Run 1, M1 wires:
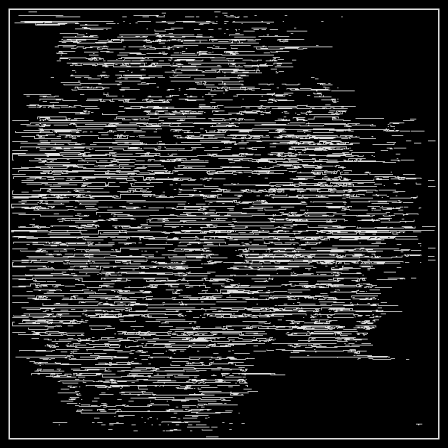
Run 1, the metal 2 layer:
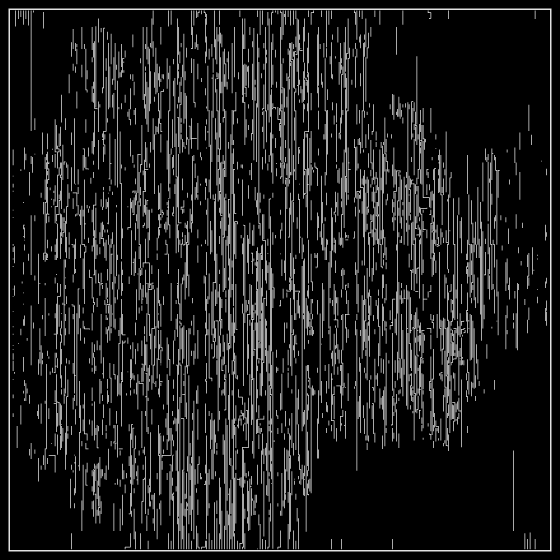
Run 1, met3 routing:
The bar under the picture is 50 µm long. Cells faint in the background.
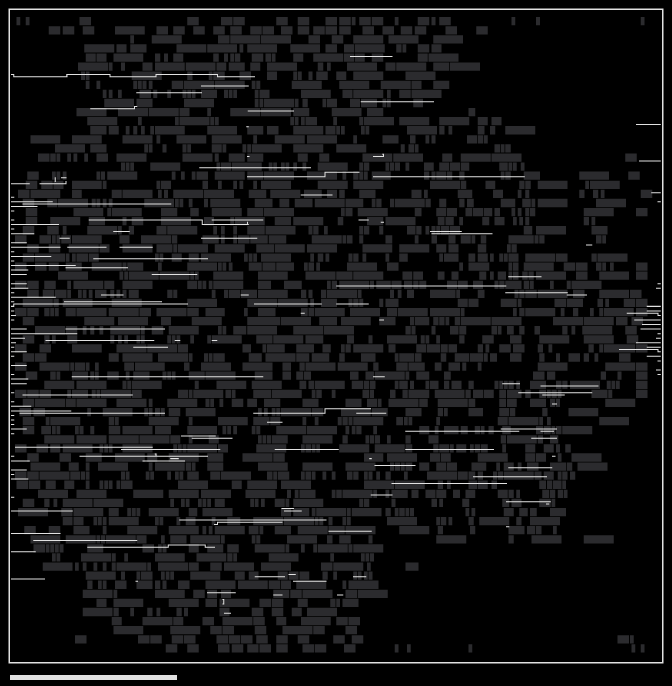
## config.mk

```make
export PLATFORM = sky130hd
export DESIGN_NAME = prog_loader_flat
export DESIGN_NICKNAME = d
export VERILOG_FILES = /design/src/rtl/prog_loader_pkg.sv /design/src/rtl/prog_loader_if.sv /design/src/rtl/prog_loader_byte_word_asm.sv /design/src/rtl/prog_loader.sv /design/src/flat_wrapper.sv
export SDC_FILE = /design/constraint.sdc
export NUM_CORES = 1
export LEC_CHECK = 0
export CAP_MARGIN = 20
export CELL_PAD_IN_SITES_DETAIL_PLACEMENT = 0
export CELL_PAD_IN_SITES_GLOBAL_PLACEMENT = 2
export CORE_UTILIZATION = 40
export CTS_BUF_LIST = sky130_fd_sc_hd__clkbuf_8
export DETAILED_ROUTE_END_ITERATION = 8
export PLACE_DENSITY = 0.94
export SLEW_MARGIN = 20
export SYNTH_ARGS = -nofsm -noshare
export SYNTH_HDL_FRONTEND = slang
export SYNTH_HIERARCHICAL = 1
export SYNTH_SLANG_ARGS = --single-unit
```

## constraint.sdc

```tcl
create_clock -name clk -period 19 [get_ports clk]
set_input_delay 2.85 -clock clk [delete_from_list [all_inputs] [get_ports clk]]
set_output_delay 2.85 -clock clk [all_outputs]
set_load 0.05 [all_outputs]
```

## src/rtl/prog_loader_pkg.sv

```systemverilog
`default_nettype none
// +----------------------------------------------------------------------------+
// | Module  : prog_loader_pkg                                                  |
// | Purpose : Shared types and constants for the boot-time program loader:     |
// |           loader state encoding, stream geometry, byte-address helpers.    |
// | Ports   : none (package)                                                   |
// | Rev     : 1.0  initial release                                             |
// +----------------------------------------------------------------------------+
package prog_loader_pkg;

  typedef enum logic [2:0] {
    ST_HDR   = 3'd0,
    ST_IMEM  = 3'd1,
    ST_DMEM  = 3'd2,
    ST_DONE  = 3'd3,
    ST_ERROR = 3'd4
  } state_t;

  localparam int unsigned HDR_BYTES      = 4;
  localparam int unsigned LINE_BYTES     = 16;
  localparam int unsigned WORD_BYTES     = 4;
  localparam int unsigned WORDS_PER_LINE = LINE_BYTES / WORD_BYTES;
  localparam int unsigned CNT_W          = 16;

  // Byte address of instruction line number idx.
  function automatic logic [31:0] line_addr(input logic [CNT_W-1:0] idx);
    return 32'(idx) * LINE_BYTES;
  endfunction

  // Byte address of data word number idx.
  function automatic logic [31:0] word_addr(input logic [CNT_W-1:0] idx);
    return 32'(idx) * WORD_BYTES;
  endfunction

endpackage
`default_nettype wire

```

## src/rtl/prog_loader_if.sv

```systemverilog
`default_nettype none
// +----------------------------------------------------------------------------+
// | Module  : prog_loader_if                                                   |
// | Purpose : Byte-stream input and prog_* load-mux outputs of the loader.     |
// | Ports   : rx_data/rx_valid/reload  (stream side -> loader)                 |
// |           prog_loading/prog_loaddata/prog_loadaddr/prog_imem_we/           |
// |           prog_dmem_we/loaded/load_err (loader -> top level)               |
// |           modport slave  : loader view                                     |
// |           modport master : stream source / top-level view                  |
// | Rev     : 1.0  initial release                                             |
// +----------------------------------------------------------------------------+
interface prog_loader_if #(
  parameter int unsigned ADDR_LEN = 32
);

  logic [7:0]          rx_data;
  logic                rx_valid;
  logic                reload;
  logic                prog_loading;
  logic [127:0]        prog_loaddata;
  logic [ADDR_LEN-1:0] prog_loadaddr;
  logic                prog_imem_we;
  logic                prog_dmem_we;
  logic                loaded;
  logic                load_err;

  modport slave (
    input  rx_data, rx_valid, reload,
    output prog_loading, prog_loaddata, prog_loadaddr,
           prog_imem_we, prog_dmem_we, loaded, load_err
  );

  modport master (
    output rx_data, rx_valid, reload,
    input  prog_loading, prog_loaddata, prog_loadaddr,
           prog_imem_we, prog_dmem_we, loaded, load_err
  );

endinterface
`default_nettype wire

```

## src/rtl/prog_loader_byte_word_asm.sv

```systemverilog
`default_nettype none
// +----------------------------------------------------------------------------+
// | Module  : byte_word_asm                                                    |
// | Purpose : Assembles 4 consecutive stream bytes into a little-endian 32-bit |
// |           word (first byte -> [7:0]).                                      |
// | Ports   : clk, rst            clock, async active-high reset               |
// |           clr_i               synchronous clear of the byte counter        |
// |           byte_i/byte_valid_i incoming byte and its strobe                 |
// |           word_o/word_valid_o assembled word, valid in the cycle the 4th   |
// |                               byte is presented (combinational pulse)      |
// | Rev     : 1.0  initial release                                             |
// +----------------------------------------------------------------------------+
module byte_word_asm (
  input  logic        clk,
  input  logic        rst,
  input  logic        clr_i,
  input  logic [7:0]  byte_i,
  input  logic        byte_valid_i,
  output logic [31:0] word_o,
  output logic        word_valid_o
);

  logic [1:0]  cnt_q;
  logic [23:0] bytes_q;

  // Bytes shift in from the top so that after three bytes the oldest sits
  // in [7:0]; the fourth byte is appended combinationally as [31:24].
  always_ff @(posedge clk or posedge rst) begin
    if (rst) begin
      cnt_q   <= 2'd0;
      bytes_q <= 24'd0;
    end else if (clr_i) begin
      cnt_q   <= 2'd0;
    end else if (byte_valid_i) begin
      cnt_q   <= cnt_q + 2'd1;
      bytes_q <= {byte_i, bytes_q[23:8]};
    end
  end

  assign word_o       = {byte_i, bytes_q};
  assign word_valid_o = byte_valid_i && !clr_i && (cnt_q == 2'd3);

endmodule
`default_nettype wire

```

## src/rtl/prog_loader.sv

```systemverilog
`default_nettype none
// +----------------------------------------------------------------------------+
// | Module  : prog_loader                                                      |
// | Purpose : Boot-time program loader. Parses a byte stream (header, imem     |
// |           lines, dmem words) and writes it through the prog_* load muxes,  |
// |           holding the core in reset until the image is complete.           |
// | Ports   : clk    clock                                                     |
// |           reset  async active-high reset                                   |
// |           bus    prog_loader_if.slave (stream in, load-mux outputs)        |
// | Rev     : 1.0  initial release                                             |
// +----------------------------------------------------------------------------+
module prog_loader
  import prog_loader_pkg::*;
#(
  parameter int unsigned ADDR_LEN   = 32,
  parameter int unsigned IMEM_LINES = 512,
  parameter int unsigned DMEM_WORDS = 4096
) (
  input  logic           clk,
  input  logic           reset,
  prog_loader_if.slave   bus
);

  state_t              state_q, state_d;
  logic [CNT_W-1:0]    ni_q, ni_d;
  logic [CNT_W-1:0]    nd_q, nd_d;
  logic [CNT_W-1:0]    lidx_q, lidx_d;
  logic [CNT_W-1:0]    widx_q, widx_d;
  logic [1:0]          wic_q, wic_d;
  logic [95:0]         line_q, line_d;
  logic                imem_we_q, imem_we_d;
  logic                dmem_we_q, dmem_we_d;
  logic [127:0]        data_q, data_d;
  logic [ADDR_LEN-1:0] addr_q, addr_d;
  logic                loading_q, loaded_q, err_q;

  logic                asm_clr;
  logic                byte_en;
  logic [31:0]         word;
  logic                word_valid;

  // Bytes are only consumed while an image is in flight.
  assign byte_en = bus.rx_valid &&
                   ((state_q == ST_HDR) || (state_q == ST_IMEM) || (state_q == ST_DMEM));

  byte_word_asm u_asm (
    .clk          (clk),
    .rst          (reset),
    .clr_i        (asm_clr),
    .byte_i       (bus.rx_data),
    .byte_valid_i (byte_en),
    .word_o       (word),
    .word_valid_o (word_valid)
  );

  always_ff @(posedge clk or posedge reset) begin
    if (reset) begin
      state_q   <= ST_HDR;
      ni_q      <= '0;
      nd_q      <= '0;
      lidx_q    <= '0;
      widx_q    <= '0;
      wic_q     <= 2'd0;
      line_q    <= '0;
      imem_we_q <= 1'b0;
      dmem_we_q <= 1'b0;
      data_q    <= '0;
      addr_q    <= '0;
      loading_q <= 1'b1;
      loaded_q  <= 1'b0;
      err_q     <= 1'b0;
    end else begin
      state_q   <= state_d;
      ni_q      <= ni_d;
      nd_q      <= nd_d;
      lidx_q    <= lidx_d;
      widx_q    <= widx_d;
      wic_q     <= wic_d;
      line_q    <= line_d;
      imem_we_q <= imem_we_d;
      dmem_we_q <= dmem_we_d;
      data_q    <= data_d;
      addr_q    <= addr_d;
      // Status lags the state by one cycle so the final write strobe
      // still lands while the core is held in reset.
      loading_q <= (state_q != ST_DONE);
      loaded_q  <= (state_q == ST_DONE);
      err_q     <= (state_q == ST_ERROR);
    end
  end

  always_comb begin
    state_d   = state_q;
    ni_d      = ni_q;
    nd_d      = nd_q;
    lidx_d    = lidx_q;
    widx_d    = widx_q;
    wic_d     = wic_q;
    line_d    = line_q;
    imem_we_d = 1'b0;
    dmem_we_d = 1'b0;
    data_d    = data_q;
    addr_d    = addr_q;
    asm_clr   = 1'b0;

    case (state_q)
      ST_HDR: begin
        if (word_valid) begin
          ni_d = word[15:0];
          nd_d = word[31:16];
          if (({16'h0, word[15:0]} > IMEM_LINES) ||
              ({16'h0, word[31:16]} > DMEM_WORDS)) begin
            state_d = ST_ERROR;
          end else if (word[15:0] != '0) begin
            state_d = ST_IMEM;
          end else if (word[31:16] != '0) begin
            state_d = ST_DMEM;
          end else begin
            state_d = ST_DONE;
          end
        end
      end

      ST_IMEM: begin
        if (word_valid) begin
          // Words enter at the low end; the first word of a line is pushed
          // up to [127:96] by the time the fourth arrives.
          line_d = {line_q[63:0], word};
          wic_d  = wic_q + 2'd1;
          if (wic_q == 2'(WORDS_PER_LINE - 1)) begin
            imem_we_d = 1'b1;
            data_d    = {line_q, word};
            addr_d    = ADDR_LEN'(line_addr(lidx_q));
            lidx_d    = lidx_q + 1'b1;
            if ((lidx_q + 1'b1) == ni_q) begin
              state_d = (nd_q != '0) ? ST_DMEM : ST_DONE;
            end
          end
        end
      end

      ST_DMEM: begin
        if (word_valid) begin
          dmem_we_d = 1'b1;
          data_d    = {word, 96'h0};
          addr_d    = ADDR_LEN'(word_addr(widx_q));
          widx_d    = widx_q + 1'b1;
          if ((widx_q + 1'b1) == nd_q) begin
            state_d = ST_DONE;
          end
        end
      end

      ST_DONE, ST_ERROR: begin
        if (bus.reload) begin
          state_d = ST_HDR;
          ni_d    = '0;
          nd_d    = '0;
          lidx_d  = '0;
          widx_d  = '0;
          wic_d   = 2'd0;
          asm_clr = 1'b1;
        end
      end

      default: begin
        state_d = ST_HDR;
      end
    endcase
  end

  assign bus.prog_loading  = loading_q;
  assign bus.prog_loaddata = data_q;
  assign bus.prog_loadaddr = addr_q;
  assign bus.prog_imem_we  = imem_we_q;
  assign bus.prog_dmem_we  = dmem_we_q;
  assign bus.loaded        = loaded_q;
  assign bus.load_err      = err_q;

endmodule
`default_nettype wire

```

## src/flat_wrapper.sv

```systemverilog
// flat-port wrapper written by rule: the top's interface ports become plain ports
module prog_loader_flat import prog_loader_pkg::*;
#(
  parameter int unsigned ADDR_LEN   = 32,
  parameter int unsigned IMEM_LINES = 512,
  parameter int unsigned DMEM_WORDS = 4096
)
  (clk, reset, bus_rx_data, bus_rx_valid, bus_reload, bus_prog_loading, bus_prog_loaddata, bus_prog_loadaddr, bus_prog_imem_we, bus_prog_dmem_we, bus_loaded, bus_load_err);
  prog_loader_if #(.ADDR_LEN(ADDR_LEN)) bus_i ();
  input  logic clk;
  input  logic reset;
  input wire logic [$bits(bus_i.rx_data)-1:0] bus_rx_data;
  input wire logic [$bits(bus_i.rx_valid)-1:0] bus_rx_valid;
  input wire logic [$bits(bus_i.reload)-1:0] bus_reload;
  output wire logic [$bits(bus_i.prog_loading)-1:0] bus_prog_loading;
  output wire logic [$bits(bus_i.prog_loaddata)-1:0] bus_prog_loaddata;
  output wire logic [$bits(bus_i.prog_loadaddr)-1:0] bus_prog_loadaddr;
  output wire logic [$bits(bus_i.prog_imem_we)-1:0] bus_prog_imem_we;
  output wire logic [$bits(bus_i.prog_dmem_we)-1:0] bus_prog_dmem_we;
  output wire logic [$bits(bus_i.loaded)-1:0] bus_loaded;
  output wire logic [$bits(bus_i.load_err)-1:0] bus_load_err;
  assign bus_i.rx_data = bus_rx_data;
  assign bus_i.rx_valid = bus_rx_valid;
  assign bus_i.reload = bus_reload;
  assign bus_prog_loading = bus_i.prog_loading;
  assign bus_prog_loaddata = bus_i.prog_loaddata;
  assign bus_prog_loadaddr = bus_i.prog_loadaddr;
  assign bus_prog_imem_we = bus_i.prog_imem_we;
  assign bus_prog_dmem_we = bus_i.prog_dmem_we;
  assign bus_loaded = bus_i.loaded;
  assign bus_load_err = bus_i.load_err;
  prog_loader #(.ADDR_LEN(ADDR_LEN), .IMEM_LINES(IMEM_LINES), .DMEM_WORDS(DMEM_WORDS)) u_core (.clk(clk), .reset(reset), .bus(bus_i));
endmodule
```

==> deck_impl_summary.md, run 1 <==
Synthesis and Place & Route Summary

Power
  • Switching power: 1.15 mW
  • Power Density: 158 mW/mm²
  • Combinational cell power: 1.00 mW
  • Seq pwr: 1.19 mW
  • Largest power group: registers

Min path
  • Hold depth: 2

CTS
  • Insertion Delay late pin: 0.61 ns

STA
  • Minimum clock period: 7.09 ns
  • RSZ-0062 raised after global routing: no
  • Cycle use final: 37.3%

Cells and area
  • Layout Nets: 1611
  • NonClk Buf Share: 9.83%
  • Comb area: 0.00579 mm²

Die
  • Site Rows: 70
  • Die Span Y: 195 µm

Worst setup path
  • Critical path arrival: 7.57 ns
  • Cell family with most CP delay: buffers and inverters
  • Worst reg2reg startpoint: u_core/state_q[2]
  • Worst setup path category: primary input to flip-flop
  • Worst EP required: 19.48 ns

Status
  • Status: finished, final reports clean

Placement
  • Placed Instance Area: 0.0167 mm²

Synth
  • Yosys xor share: 2.47%
  • Main flop type: dfrtp_1
  • Flip-flops with a built-in enable: 0

Detailed routing
  • Met2 Routed Length: 17600 µm
## Picture notes: 'M1 wires'
1476 nets have wire on it. The wires run mostly horizontal.
overall via count from detail_route: 10954
final wirelength: 39400 µm
met1 Usage GRT: 32.1%

## Picture notes: 'the metal 2 layer'
The layer holds 45% of the routed length. The wires run mostly vertical. 1235 nets have wire on it.

## Picture notes: 'met3 routing'
134 nets have wire on it. The layer carries 2000 µm of wire. The layer holds 5.1% of the routed length.
met3 Use GR: 3.40%

==> inputs of run 2 (changes only) <==
- CORE_UTILIZATION: 40 -> 37
- PLACE_DENSITY: 0.94 -> 0.89
- clock period: 19 -> 7 ns (I/O delays scaled with it)
Run 2, M1 wires:
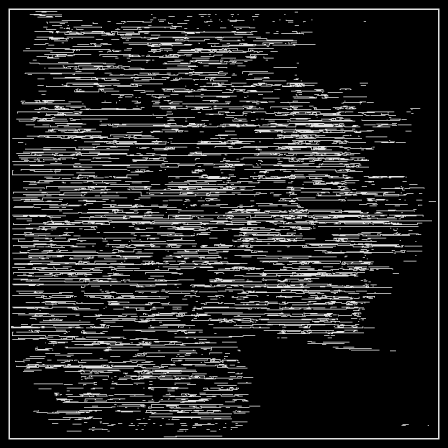
overall via count from detail_route: 10923
final wirelength: 39800 µm

==> run 2 against run 1 <==
  * Final cell count is 3.1% higher
  * Combinational power went up to 2.7 times the previous value
  * Clock power increased to 2.9 times the previous value
==> deck_impl_summary.md, run 2 <==
Synthesis and Place & Route Summary

Status
  • Status: finished, final reports clean

Power
  • Seq pwr: 3.21 mW (+170%)
  • Combinational cell power: 2.73 mW (+170%)
  • Largest power group: registers
  • Switching power: 3.14 mW (+170%)

Synth
  • Main flop type: dfrtp_1
  • Dominant kind of combinational cell: simple AND/OR/NAND/NOR gates
  • Flip-flops with a built-in enable: 0 (unchanged)

Die
  • Die Span Y: 203 µm (+3.9%)
  • Site Rows: 73 (+4.3%)

STA
  • Cycle use final: 67.2%
  • RSZ-0062 raised after global routing: no

CTS
  • CTS resizes: 0
  • Insertion Delay late pin: 0.64 ns (+0.03 ns)

Global routing
  • Met1 Usage GRT: 28.9% (-3.3 points)
  • Most used routing layer: met2

Detailed routing
  • Met2 Routed Length: 17700 µm (+0.44%)

Worst setup path
  • Worst setup path category: flip-flop to flip-flop
  • Cell family with most CP delay: simple AND/OR/NAND/NOR gates
  • Critical path arrival: 5.18 ns (-2.39 ns)
  • Worst EP required: 7.48 ns (-12.00 ns)
  • Worst reg2reg startpoint: u_core/state_q[0]

Min path
  • Hold depth: 2 (unchanged)

Cells and area
  • Comb area: 0.00579 mm² (about the same)

Placement
  • Placed Instance Area: 0.0168 mm² (+0.47%)
==> inputs of run 3 (changes only) <==
- CORE_UTILIZATION: 37 -> 34
- PLACE_DENSITY: 0.89 -> 0.86
- clock period: 7 -> 4.1 ns (I/O delays scaled with it)
Run 3, routing congestion map:
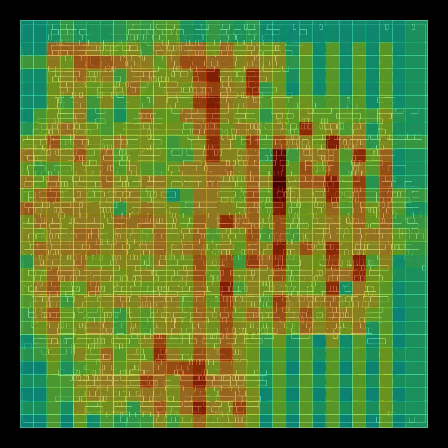
met1 Usage GRT: 26.7%
Core Util, Final: 42.1%
routed len/inst: 18.3 µm
met2 usage: 27.4%

==> run 3 against run 2 <==
  * Global-route usage fell by 0.98 points
  * Hold slack lost 0.064 ns
  * Total power grew 72%
  * Cell area is 1.2% higher
  * Utilization shrank 3.1 points
  * Clock skew decreased by 0.00062 ns
  * Setup slack got worse by 1.5 ns
  * Via count grew 0.17%
  * Critical endpoint is now u_core/bus.prog_loaddata[86]
==> deck_impl_summary.md, run 3 <==
Synthesis and Place & Route Summary

STA
  • RSZ-0062 raised after global routing: no
  • Minimum clock period: 3.34 ns
  • Cycle use final: 81.4% (+14 points)

Detailed routing
  • Overall via count from detail_route: 10942 (+0.17%)
  • Met2 Routed Length: 18000 µm (+1.4%)
  • Final wirelength: 40900 µm (+2.7%)

Synth
  • Dominant kind of combinational cell: simple AND/OR/NAND/NOR gates
  • Area of the mapped netlist: 0.0149 mm²
  • Main flop type: dfrtp_1
  • Flip-flops with a built-in enable: 0 (unchanged)

Worst setup path
  • Worst reg2reg startpoint: u_core/state_q[0]
  • Worst Setup EP: u_core/bus.prog_loaddata[86]
  • Worst EP required: 4.67 ns (-2.81 ns)
  • Cell family with most CP delay: buffers and inverters

Status
  • Status: finished, final reports clean

Placement
  • Placed Instance Area: 0.0170 mm² (+1.4%)

Global routing
  • Vias in the first global route: 10914
  • Most used routing layer: met2

Power
  • Switching power: 5.42 mW (+72%)
  • Seq pwr: 5.48 mW (+71%)
  • Largest power group: registers
  • Combinational cell power: 4.72 mW (+73%)

Cells and area
  • Comb area: 0.00578 mm² (about the same)

CTS
  • CTS resizes: 0 (unchanged)

Die
  • Die Span Y: 211 µm (+4.3%)
No activity file was given, so power comes from the tool's default toggle rates.
